==> src/rtl/boot_loader.sv <==
// Serial boot loader: takes a length-prefixed, checksummed word stream and writes it into program flash.
// One flash write cycle per received word; the block stalls the byte stream during that cycle.
module boot_loader (
    input  logic        clk,
    input  logic        arst,
    input  logic        start,
    input  logic [7:0]  rx_data,
    input  logic        rx_valid,
    output logic        rx_ready,
    output logic        flash_we,
    output logic [11:0] flash_waddr,
    output logic [15:0] flash_wdata,
    output logic        bootstrapping,
    output logic        done,
    output logic        error
);

    typedef enum logic [3:0] {
        S_IDLE,
        S_LEN_HI,
        S_LEN_LO,
        S_DATA_HI,
        S_DATA_LO,
        S_WRITE,
        S_CHECK,
        S_DONE,
        S_ERR
    } state_t;

    state_t      r_state;
    state_t      w_next;

    logic [7:0]  r_len_hi;
    logic [11:0] r_n;
    logic [11:0] r_addr;
    logic [11:0] r_wcnt;
    logic [7:0]  r_sum;
    logic [7:0]  r_hi;
    logic [11:0] r_waddr;
    logic [15:0] r_wdata;

    logic        w_rdy;
    logic        w_acc;
    logic        w_start_ok;
    logic [11:0] w_len;
    logic        w_len_bad;
    logic [7:0]  w_sum_next;
    logic        w_last;

    // rx_ready is decoded from the state register only, so rx_valid never reaches it.
    assign w_acc      = rx_valid && w_rdy;
    assign w_start_ok = start && ((r_state == S_IDLE) || (r_state == S_DONE) || (r_state == S_ERR));
    assign w_len      = {r_len_hi[3:0], rx_data};
    assign w_len_bad  = (r_len_hi[7:4] != 4'h0) || (w_len == 12'h000);
    assign w_sum_next = r_sum + rx_data;
    assign w_last     = ((r_wcnt + 12'd1) == r_n);

    always_ff @(posedge clk or posedge arst) begin
        if (arst) begin
            r_state <= S_IDLE;
        end else begin
            r_state <= w_next;
        end
    end

    always_comb begin
        w_next = r_state;
        case (r_state)
            S_IDLE, S_DONE, S_ERR: begin
                if (start) w_next = S_LEN_HI;
            end
            S_LEN_HI: begin
                if (w_acc) w_next = S_LEN_LO;
            end
            S_LEN_LO: begin
                if (w_acc) w_next = w_len_bad ? S_ERR : S_DATA_HI;
            end
            S_DATA_HI: begin
                if (w_acc) w_next = S_DATA_LO;
            end
            S_DATA_LO: begin
                if (w_acc) w_next = S_WRITE;
            end
            S_WRITE: begin
                w_next = w_last ? S_CHECK : S_DATA_HI;
            end
            S_CHECK: begin
                if (w_acc) w_next = (w_sum_next == 8'h00) ? S_DONE : S_ERR;
            end
            default: w_next = S_IDLE;
        endcase
    end

    always_comb begin
        w_rdy         = 1'b0;
        flash_we      = 1'b0;
        bootstrapping = 1'b1;
        done          = 1'b0;
        error         = 1'b0;
        case (r_state)
            S_LEN_HI, S_LEN_LO, S_DATA_HI, S_DATA_LO, S_CHECK: w_rdy = 1'b1;
            S_WRITE: flash_we = 1'b1;
            S_DONE: begin
                done          = 1'b1;
                bootstrapping = 1'b0;
            end
            S_ERR: error = 1'b1;
            default: ;
        endcase
    end

    assign rx_ready    = w_rdy;
    assign flash_waddr = r_waddr;
    assign flash_wdata = r_wdata;

    // Datapath; the write address/data registers are loaded on the low byte so they are stable for the whole WRITE cycle.
    always_ff @(posedge clk or posedge arst) begin
        if (arst) begin
            r_len_hi <= 8'h00;
            r_n      <= 12'h000;
            r_addr   <= 12'h000;
            r_wcnt   <= 12'h000;
            r_sum    <= 8'h00;
            r_hi     <= 8'h00;
            r_waddr  <= 12'h000;
            r_wdata  <= 16'h0000;
        end else begin
            if (w_start_ok) begin
                r_addr <= 12'h000;
                r_wcnt <= 12'h000;
                r_sum  <= 8'h00;
            end
            case (r_state)
                S_LEN_HI: begin
                    if (w_acc) r_len_hi <= rx_data;
                end
                S_LEN_LO: begin
                    if (w_acc) r_n <= w_len;
                end
                S_DATA_HI: begin
                    if (w_acc) begin
                        r_hi  <= rx_data;
                        r_sum <= w_sum_next;
                    end
                end
                S_DATA_LO: begin
                    if (w_acc) begin
                        r_sum   <= w_sum_next;
                        r_waddr <= r_addr;
                        r_wdata <= {r_hi, rx_data};
                    end
                end
                S_WRITE: begin
                    r_addr <= r_addr + 12'd1;
                    r_wcnt <= r_wcnt + 12'd1;
                end
                S_CHECK: begin
                    if (w_acc) r_sum <= w_sum_next;
                end
                default: ;
            endcase
        end
    end

endmodule

==> config.mk <==
export PLATFORM = sky130hd
export DESIGN_NAME = boot_loader
export DESIGN_NICKNAME = d
export VERILOG_FILES = /design/src/rtl/boot_loader.sv
export SDC_FILE = /design/constraint.sdc
export NUM_CORES = 1
export LEC_CHECK = 0
export ABC_AREA = 1
export CAP_MARGIN = 20
export CORE_ASPECT_RATIO = 1.2
export CORE_MARGIN = 2
export CORE_UTILIZATION = 60
export DETAILED_ROUTE_END_ITERATION = 8
export PLACE_DENSITY_LB_ADDON = 0.2
export SETUP_SLACK_MARGIN = 0.3
export SLEW_MARGIN = 30
export SYNTH_ARGS = -nofsm -noshare
export SYNTH_HDL_FRONTEND = slang
export SYNTH_SLANG_ARGS = --single-unit
==> constraint.sdc <==
create_clock -name clk -period 4.53 [get_ports clk]
set_clock_uncertainty 0.1 [all_clocks]
set_input_delay 0.453 -clock clk [delete_from_list [all_inputs] [get_ports clk]]
set_output_delay 0.453 -clock clk [all_outputs]
set_load 0.02 [all_outputs]
==> images/density.png <==
The die is cut into 8 by 10 equal tiles; white is low, dark blue is high, 0 to 100% covered.
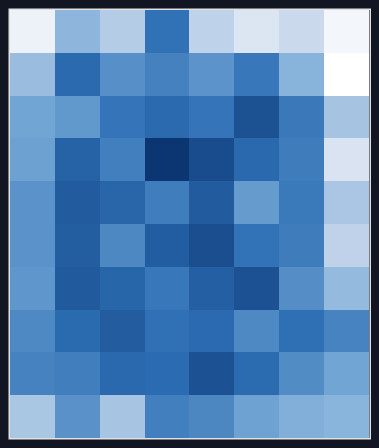
fullest tile: 97%
densest ninth of the die: centre
emptiest ninth of the die: upper right
nearly empty tiles: 1.3%

==> images/gate_families.png <==
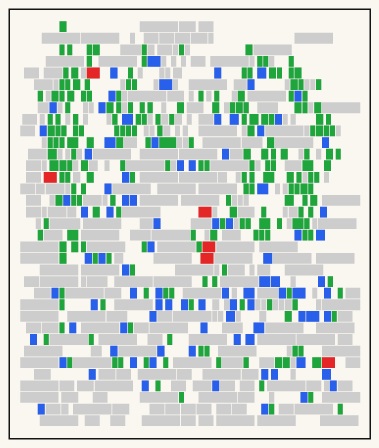
| family | colour | cells | most used |
|---|---|---|---|
| XOR/XNOR gates | red | 6 | xor2_1 |
| NAND gates | green | 220 | nand2_1 |
| inverting AOI/OAI gates | blue | 89 | o21ai_0 |

==> results.yml <==
# synthesis and place-and-route metrics
synthesis:
  ys_sh_mux_pct: 2.64
  adder_share_pct: 2.85
  logic_family: "simple AND/OR/NAND/NOR gates"
  synth-seq-cells: 92
  ff_type: "dfrtp_1"
  largest_area_cell: "dfrtp_1"
outcome:
  status: "completed"
layout:
  ff_count: 92
  syn_to_final_growth_pct: 14.4
  final_common_cell: "nand2_1"
  antenna_cells: 0
  fin_area_um2: 5320
  logic_area_um2: 2010
  fin_cells: 704
  drive_gt1_share_pct: 7.19
power:
  max-vdd-ir-drop_v: 0.000376
  p_int_mw: 1.77
  combPwrFrac_pct: 39.2
  powerClk_mw: 0.530
  comb_cell_power_mw: 1.15
job:
  log.warning_count: 26
routing:
  wl_met1_mm: 4.53
  wl_met2_mm: 5.44
  vias: 3945
placed_design:
  port_buffers: 44
critical_path:
  worstReg2RegEnd: "r_addr[5]"
  worst-path-buf-inv: 3
  crit_path_max_incr_delay_ps: 710
  worstSetupEndpoint: "flash_we"
  endpoint_kind: "output pin"
clocking:
  h-tree-depth: 3
  cts_tree: "yes"
floorplanning:
  fp-utilization_pct: 61.1
timing:
  finalCritPeriodShare_pct: 63.3
  rsz0062_at_grt: "no"
  whs_ps: 392
grt:
  grt_util_all_layers_pct: 26.9
Power figures rest on the tool's default switching activity, not on a simulated workload.
